`src/rtl/mdu_pkg.sv`:
```
// Shared definitions for the multiply/divide unit: op codes, FSM state
// encodings and small decode helpers used by the decode/control block.
package mdu_pkg;

  localparam int MDU_OP_WIDTH = 3;

  localparam logic [MDU_OP_WIDTH-1:0] MDU_OP_MULT  = 3'd0;
  localparam logic [MDU_OP_WIDTH-1:0] MDU_OP_MULTU = 3'd1;
  localparam logic [MDU_OP_WIDTH-1:0] MDU_OP_DIV   = 3'd2;
  localparam logic [MDU_OP_WIDTH-1:0] MDU_OP_DIVU  = 3'd3;
  localparam logic [MDU_OP_WIDTH-1:0] MDU_OP_MTHI  = 3'd4;
  localparam logic [MDU_OP_WIDTH-1:0] MDU_OP_MTLO  = 3'd5;
  localparam logic [MDU_OP_WIDTH-1:0] MDU_OP_NONE  = 3'd7;

  typedef enum logic [1:0] {
    MDU_S_IDLE = 2'd0,
    MDU_S_PREP = 2'd1,
    MDU_S_CALC = 2'd2,
    MDU_S_FIX  = 2'd3
  } mdu_state_e;

  function automatic logic mdu_is_mul(input logic [MDU_OP_WIDTH-1:0] op);
    return (op == MDU_OP_MULT) || (op == MDU_OP_MULTU);
  endfunction

  function automatic logic mdu_is_div(input logic [MDU_OP_WIDTH-1:0] op);
    return (op == MDU_OP_DIV) || (op == MDU_OP_DIVU);
  endfunction

  function automatic logic mdu_is_signed(input logic [MDU_OP_WIDTH-1:0] op);
    return (op == MDU_OP_MULT) || (op == MDU_OP_DIV);
  endfunction

  // Mapping used by the control block for its ALU_MULT / ALU_DIV decodes.
  function automatic logic [MDU_OP_WIDTH-1:0] alu_to_mdu_op(input logic alu_mult,
                                                           input logic alu_div,
                                                           input logic is_unsigned);
    if (alu_mult)     return is_unsigned ? MDU_OP_MULTU : MDU_OP_MULT;
    else if (alu_div) return is_unsigned ? MDU_OP_DIVU  : MDU_OP_DIV;
    else              return MDU_OP_NONE;
  endfunction

endpackage

```
`src/rtl/mdu_div_step.sv`:
```
// One iteration of a restoring divide: shift the next dividend bit into the
// partial remainder and subtract the divisor if it fits.
// Relies on rem < divisor, so the DATA_W+1 bit difference's MSB is the borrow.
module mdu_div_step #(
  parameter int DATA_W = 32
) (
  input  logic [DATA_W-1:0] rem,
  input  logic              next_bit,
  input  logic [DATA_W-1:0] divisor,
  output logic [DATA_W-1:0] rem_next,
  output logic              q_bit
);

  logic [DATA_W:0] shifted;
  logic [DATA_W:0] diff;

  // trial subtract; keep the difference only when there was no borrow
  always_comb begin
    shifted  = {rem, next_bit};
    diff     = shifted - {1'b0, divisor};
    q_bit    = ~diff[DATA_W];
    rem_next = q_bit ? diff[DATA_W-1:0] : shifted[DATA_W-1:0];
  end

endmodule

```
`src/rtl/mdu.sv`:
```
// Iterative multiply/divide unit with architectural HI/LO registers.
// Build option: MDU_FAST_MULT_EN replaces the iterative multiply with a
// single-cycle combinational product; divide is unaffected.
//
// state | meaning
// ------+--------------------------------------------------------------
// IDLE  | waiting for start; MTHI/MTLO write here directly
// PREP  | take operand magnitudes, record signs, load counter
// CALC  | DATA_W shift-add (mul) or restoring-subtract (div) iterations
// FIX   | sign-correct the result, write HI/LO at the exit edge
module mdu
  import mdu_pkg::*;
#(
  parameter int DATA_W = 32,
  parameter int CNT_W  = 6
) (
  input  logic                    clk,
  input  logic                    rst,
  input  logic                    start,
  input  logic [MDU_OP_WIDTH-1:0] op,
  input  logic [DATA_W-1:0]       op_a,
  input  logic [DATA_W-1:0]       op_b,
  output logic                    busy,
  output logic                    done,
  output logic [DATA_W-1:0]       hi,
  output logic [DATA_W-1:0]       lo
);

  mdu_state_e state_q, state_d;
  logic       accept_iter;

  logic [CNT_W-1:0]        cnt_q;
  logic [MDU_OP_WIDTH-1:0] op_q;
  logic [DATA_W-1:0]       a_q, b_q;
  logic [DATA_W-1:0]       mcand_q;
  logic [DATA_W-1:0]       acc_hi_q, acc_lo_q;
  logic                    res_neg_q, rem_neg_q;
  logic [DATA_W-1:0]       hi_q, lo_q;
  logic                    done_q;

  logic                    op_q_mul, op_q_signed;
  logic [DATA_W-1:0]       mag_a, mag_b;
  logic [DATA_W:0]         mul_sum;
  logic [DATA_W-1:0]       div_rem_next;
  logic                    div_q_bit;
  logic [2*DATA_W-1:0]     prod_fix;
  logic [DATA_W-1:0]       quo_fix, rem_fix;

  assign busy = (state_q != MDU_S_IDLE);
  assign done = done_q;
  assign hi   = hi_q;
  assign lo   = lo_q;

  // state register
  always_ff @(posedge clk or posedge rst) begin
    if (rst) state_q <= MDU_S_IDLE;
    else     state_q <= state_d;
  end

  // next-state logic and acceptance of iterative ops
  always_comb begin
    state_d     = state_q;
    accept_iter = 1'b0;
    case (state_q)
      MDU_S_IDLE: begin
`ifdef MDU_FAST_MULT_EN
        accept_iter = start && mdu_is_div(op);
`else
        accept_iter = start && (mdu_is_div(op) || mdu_is_mul(op));
`endif
        if (accept_iter) state_d = MDU_S_PREP;
      end
      MDU_S_PREP: state_d = MDU_S_CALC;
      MDU_S_CALC: if (cnt_q == CNT_W'(1)) state_d = MDU_S_FIX;
      MDU_S_FIX:  state_d = MDU_S_IDLE;
      default:    state_d = MDU_S_IDLE;
    endcase
  end

  // operand decode, magnitudes and per-iteration arithmetic
  always_comb begin
    op_q_mul    = mdu_is_mul(op_q);
    op_q_signed = mdu_is_signed(op_q);
    mag_a       = (op_q_signed && a_q[DATA_W-1]) ? (~a_q + 1'b1) : a_q;
    mag_b       = (op_q_signed && b_q[DATA_W-1]) ? (~b_q + 1'b1) : b_q;
    mul_sum     = {1'b0, acc_hi_q} + (acc_lo_q[0] ? {1'b0, mcand_q} : '0);
  end

  mdu_div_step #(.DATA_W(DATA_W)) u_div_step (
    .rem      (acc_hi_q),
    .next_bit (acc_lo_q[DATA_W-1]),
    .divisor  (mcand_q),
    .rem_next (div_rem_next),
    .q_bit    (div_q_bit)
  );

  // two's-complement sign correction of the finished magnitudes
  always_comb begin
    prod_fix = {acc_hi_q, acc_lo_q};
    if (res_neg_q) prod_fix = ~prod_fix + 1'b1;
    quo_fix = res_neg_q ? (~acc_lo_q + 1'b1) : acc_lo_q;
    rem_fix = rem_neg_q ? (~acc_hi_q + 1'b1) : acc_hi_q;
  end

  // working registers: latch operands, set up, then iterate
  // mul: acc_lo holds the multiplier, shifting product bits in from the top
  // div: acc_lo holds the dividend, shifting quotient bits in from the bottom
  always_ff @(posedge clk or posedge rst) begin
    if (rst) begin
      op_q      <= MDU_OP_NONE;
      a_q       <= '0;
      b_q       <= '0;
      cnt_q     <= '0;
      mcand_q   <= '0;
      acc_hi_q  <= '0;
      acc_lo_q  <= '0;
      res_neg_q <= 1'b0;
      rem_neg_q <= 1'b0;
    end else begin
      case (state_q)
        MDU_S_IDLE: begin
          if (accept_iter) begin
            op_q <= op;
            a_q  <= op_a;
            b_q  <= op_b;
          end
        end
        MDU_S_PREP: begin
          res_neg_q <= op_q_signed && (a_q[DATA_W-1] ^ b_q[DATA_W-1]);
          rem_neg_q <= op_q_signed && a_q[DATA_W-1];
          cnt_q     <= CNT_W'(DATA_W);
          acc_hi_q  <= '0;
          if (op_q_mul) begin
            acc_lo_q <= mag_b;
            mcand_q  <= mag_a;
          end else begin
            acc_lo_q <= mag_a;
            mcand_q  <= mag_b;
          end
        end
        MDU_S_CALC: begin
          cnt_q <= cnt_q - 1'b1;
          if (op_q_mul) begin
            acc_hi_q <= mul_sum[DATA_W:1];
            acc_lo_q <= {mul_sum[0], acc_lo_q[DATA_W-1:1]};
          end else begin
            acc_hi_q <= div_rem_next;
            acc_lo_q <= {acc_lo_q[DATA_W-2:0], div_q_bit};
          end
        end
        default: ;
      endcase
    end
  end

`ifdef MDU_FAST_MULT_EN
  logic [2*DATA_W-1:0] fast_a, fast_b, fast_prod;

  // single-cycle product, sign-extended to full width so MULT and MULTU share it
  always_comb begin
    fast_a    = {{DATA_W{(op == MDU_OP_MULT) && op_a[DATA_W-1]}}, op_a};
    fast_b    = {{DATA_W{(op == MDU_OP_MULT) && op_b[DATA_W-1]}}, op_b};
    fast_prod = fast_a * fast_b;
  end
`endif

  // architectural HI/LO and the completion pulse
  // a zero divisor bypasses the arithmetic: HI keeps the raw dividend, LO all ones
  always_ff @(posedge clk or posedge rst) begin
    if (rst) begin
      hi_q   <= '0;
      lo_q   <= '0;
      done_q <= 1'b0;
    end else begin
      done_q <= 1'b0;
      if (state_q == MDU_S_IDLE && start) begin
        case (op)
          MDU_OP_MTHI: hi_q <= op_a;
          MDU_OP_MTLO: lo_q <= op_a;
`ifdef MDU_FAST_MULT_EN
          MDU_OP_MULT, MDU_OP_MULTU: begin
            {hi_q, lo_q} <= fast_prod;
            done_q       <= 1'b1;
          end
`endif
          default: ;
        endcase
      end else if (state_q == MDU_S_FIX) begin
        done_q <= 1'b1;
        if (op_q_mul) begin
          {hi_q, lo_q} <= prod_fix;
        end else if (b_q == '0) begin
          hi_q <= a_q;
          lo_q <= '1;
        end else begin
          hi_q <= rem_fix;
          lo_q <= quo_fix;
        end
      end
    end
  end

endmodule

```
`config.mk`:
```
export PLATFORM = sky130hd
export DESIGN_NAME = mdu
export DESIGN_NICKNAME = d
export VERILOG_FILES = /design/src/rtl/mdu_pkg.sv /design/src/rtl/mdu_div_step.sv /design/src/rtl/mdu.sv
export SDC_FILE = /design/constraint.sdc
export NUM_CORES = 1
export LEC_CHECK = 0
export ABC_AREA = 1
export CELL_PAD_IN_SITES_DETAIL_PLACEMENT = 1
export CELL_PAD_IN_SITES_GLOBAL_PLACEMENT = 1
export CORE_MARGIN = 3
export CORE_UTILIZATION = 39
export DETAILED_ROUTE_END_ITERATION = 10
export PLACE_DENSITY_LB_ADDON = 0.1
export SKIP_CTS_REPAIR_TIMING = 1
export SYNTH_ARGS = -nofsm -noshare
export SYNTH_HDL_FRONTEND = slang
export SYNTH_HIERARCHICAL = 1
export SYNTH_SLANG_ARGS = --single-unit
```
`constraint.sdc`:
```
create_clock -name clk -period 7.7 [get_ports clk]
set_clock_uncertainty 0.2 [all_clocks]
set_input_delay 0.77 -clock clk [delete_from_list [all_inputs] [get_ports clk]]
set_output_delay 0.77 -clock clk [all_outputs]
set_load 0.05 [all_outputs]
```
Fig. 1: I/O pins on the die edge
Pins as bars across the die edge, other pins in grey.
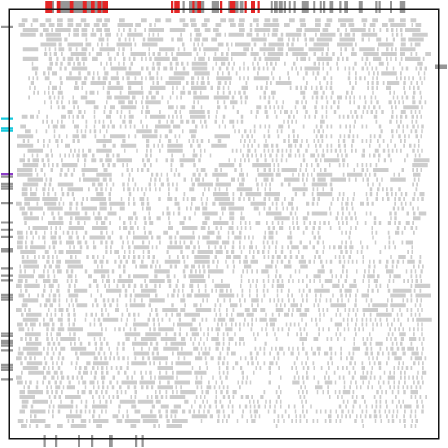
Key: purple = `done` [pins 1, direction output, edge west]; cyan = `op` [pins 3, direction input, edge west]; red = `lo` [pins 32, direction output, edge north]
All pins by edge: 95 north, 31 west, 8 south, 2 east.

Fig. 2: cells coloured by class
Fill, decap, tap and diode cells in grey.
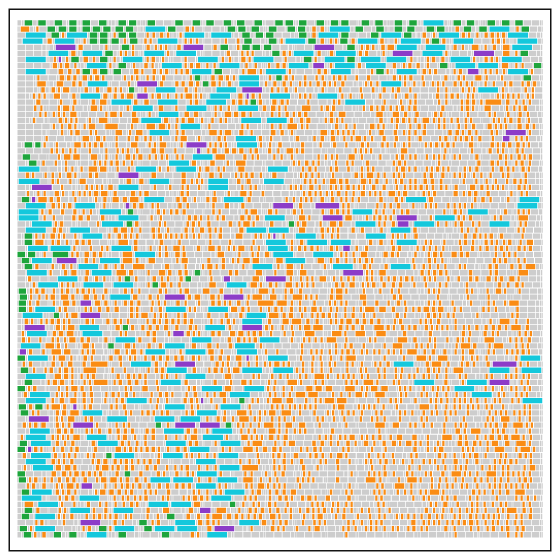
Key: orange = combinational and other logic [cells 3204, share of their area 64%]; purple = clock drivers and dummy loads [cells 54, share of their area 4.2%]; cyan = flops [cells 238, share of their area 25%]; green = other buffers and delay cells [cells 158, share of their area 6.5%]

==> run summary <==
Results of an implementation run.

The run finished with clean final reports. The max-cap violation count is 0. The combinational fraction of design power is between 60 and 70%.

The non-clock buffer area fraction after layout is 6.298%. The worst path meets setup with around 4 ns of slack. At the pin with the least slew margin, the transition time is 0.9746 ns. Counting flops with a built-in enable in the synthesized netlist gives 0.

According to the timing report, the data required time at the worst endpoint equals 7.96 ns. The pre-CTS setup check shows a worst slack of about 3.5 ns. The type of the worst setup path is input port to flop.

The sequential fraction of design power is 21.1%. The iteration count recorded for the first detailed-route pass is 6. The switching component of the power was reported as 7.889 mW.

The routed layout has about 25000 vias. Per the layout area report, the register area comes to about 6000 µm². Nets still carrying antenna violations after routing amount to 0. The inverter count is 446.

The number of clock buffers added by TritonCTS is 30. The clock transition at the registers of the reported paths is 0.06 ns. Switching power as a fraction of the total was reported as 59.79%. The main flop type after synthesis is sky130_fd_sc_hd__dfrtp_1.

TritonCTS built the clock tree. The overall power after layout is ~13 mW. Hold is met by 0.3045 ns. The worst-case register-to-register setup slack is between 4 and 5 ns.

The STA report counts the stages on the worst setup path as 10. Sorting the Yosys area breakdown by cell type puts at the top sky130_fd_sc_hd__dfrtp_1. The portion of synthesized cell area occupied by the leading cell type is 27.29%. On the critical path the largest part of the delay comes from buffers and inverters. The count of cells along the worst hold path is 2.

The total nets after synthesis is 3721. The register bit count reported by yosys is 238. The largest fanout on the critical path is 53. The critical path contains buffers and inverters numbering 5 combined. CTS built an H-tree with a depth of 1. STA classifies the critical path startpoint as an input port. The number of sequential cells in the layout is around 240. Before any placement, the netlist area is recorded as 21550 µm². The fraction of the cycle the final worst path needs is 47.39%. Port buffering added ~140 buffers.

The fraction of cell area in multi-input combinational cells is reported as ~55%. The logs give a warning total of 35. The area of the multi-input gates is 13340 µm².

The number of remaining DRC errors is 0. The endpoint of the worst hold path is reported as lo[11]. The worst hold path class is flop to flop. The aggregate global-route resource usage is about a third.

Per the timing report, the most critical flop-to-flop path originates at state_q[0].
Fig. 3: cell outlines without signal wires
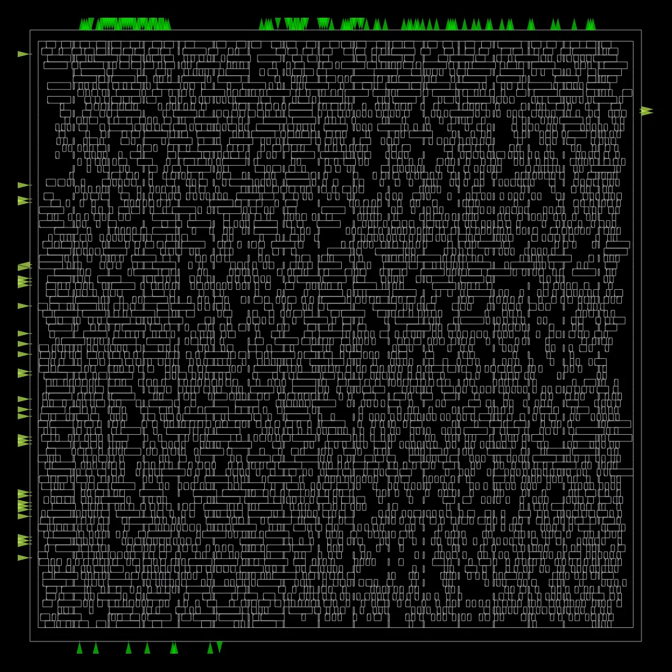
fraction of the core area covered by cells at the end of the flow: 44.98%
placeable core region: 54240 µm²
number of standard cells in the layout, taps in and fillers out: 4350
n_taps: 696

Fig. 4: routed metal, one colour a layer
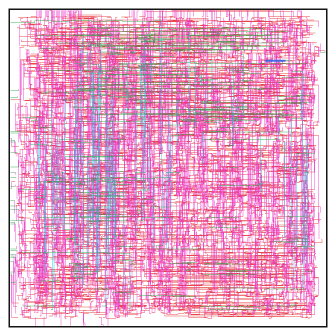
Key: green = metal 3 [wire length 6600 µm]; blue = metal 5 [wire length 13.8 µm]; magenta = metal 2 [wire length 48.3 mm]; red = metal 1 [wire length 43.0 mm]; cyan = metal 4 [wire length 5330 µm]

metal layers:
layer	up-vias	wire length (µm)
met5	-	13
met4	2	5332
met3	221	6597
met2	773	48280
met1	12110	42980
li1	11470	-
kinds of logic (layout without fill, tap and decap cells):
group,Yosys count,in the layout,share of synthesized area [%]
and+or+nand+nor,2071,2071,39.92
buffers and inverters,578,658,10.53
AOI/OAI and AO/OA,499,499,12.82
DFF,238,238,27.66
xor gates and xnor gates,109,109,4.430
adders and majority gates,77,77,4.541
muxes,2,2,0.1045
power by group through the flow:
stage | sequential (mW) | combinational [mW] | clock, mW
after global placement | 2.75 | 8.57 | 0
after CTS | 2.75 | 8.87 | 1.46
after floorplan | 2.92 | 5.49 | 0
after global routing | 2.82 | 9.84 | 1.51
after detailed placement | 2.77 | 8.81 | 0
final | 2.78 | 8.96 | 1.45
Power is estimated from default activity; no workload was simulated.
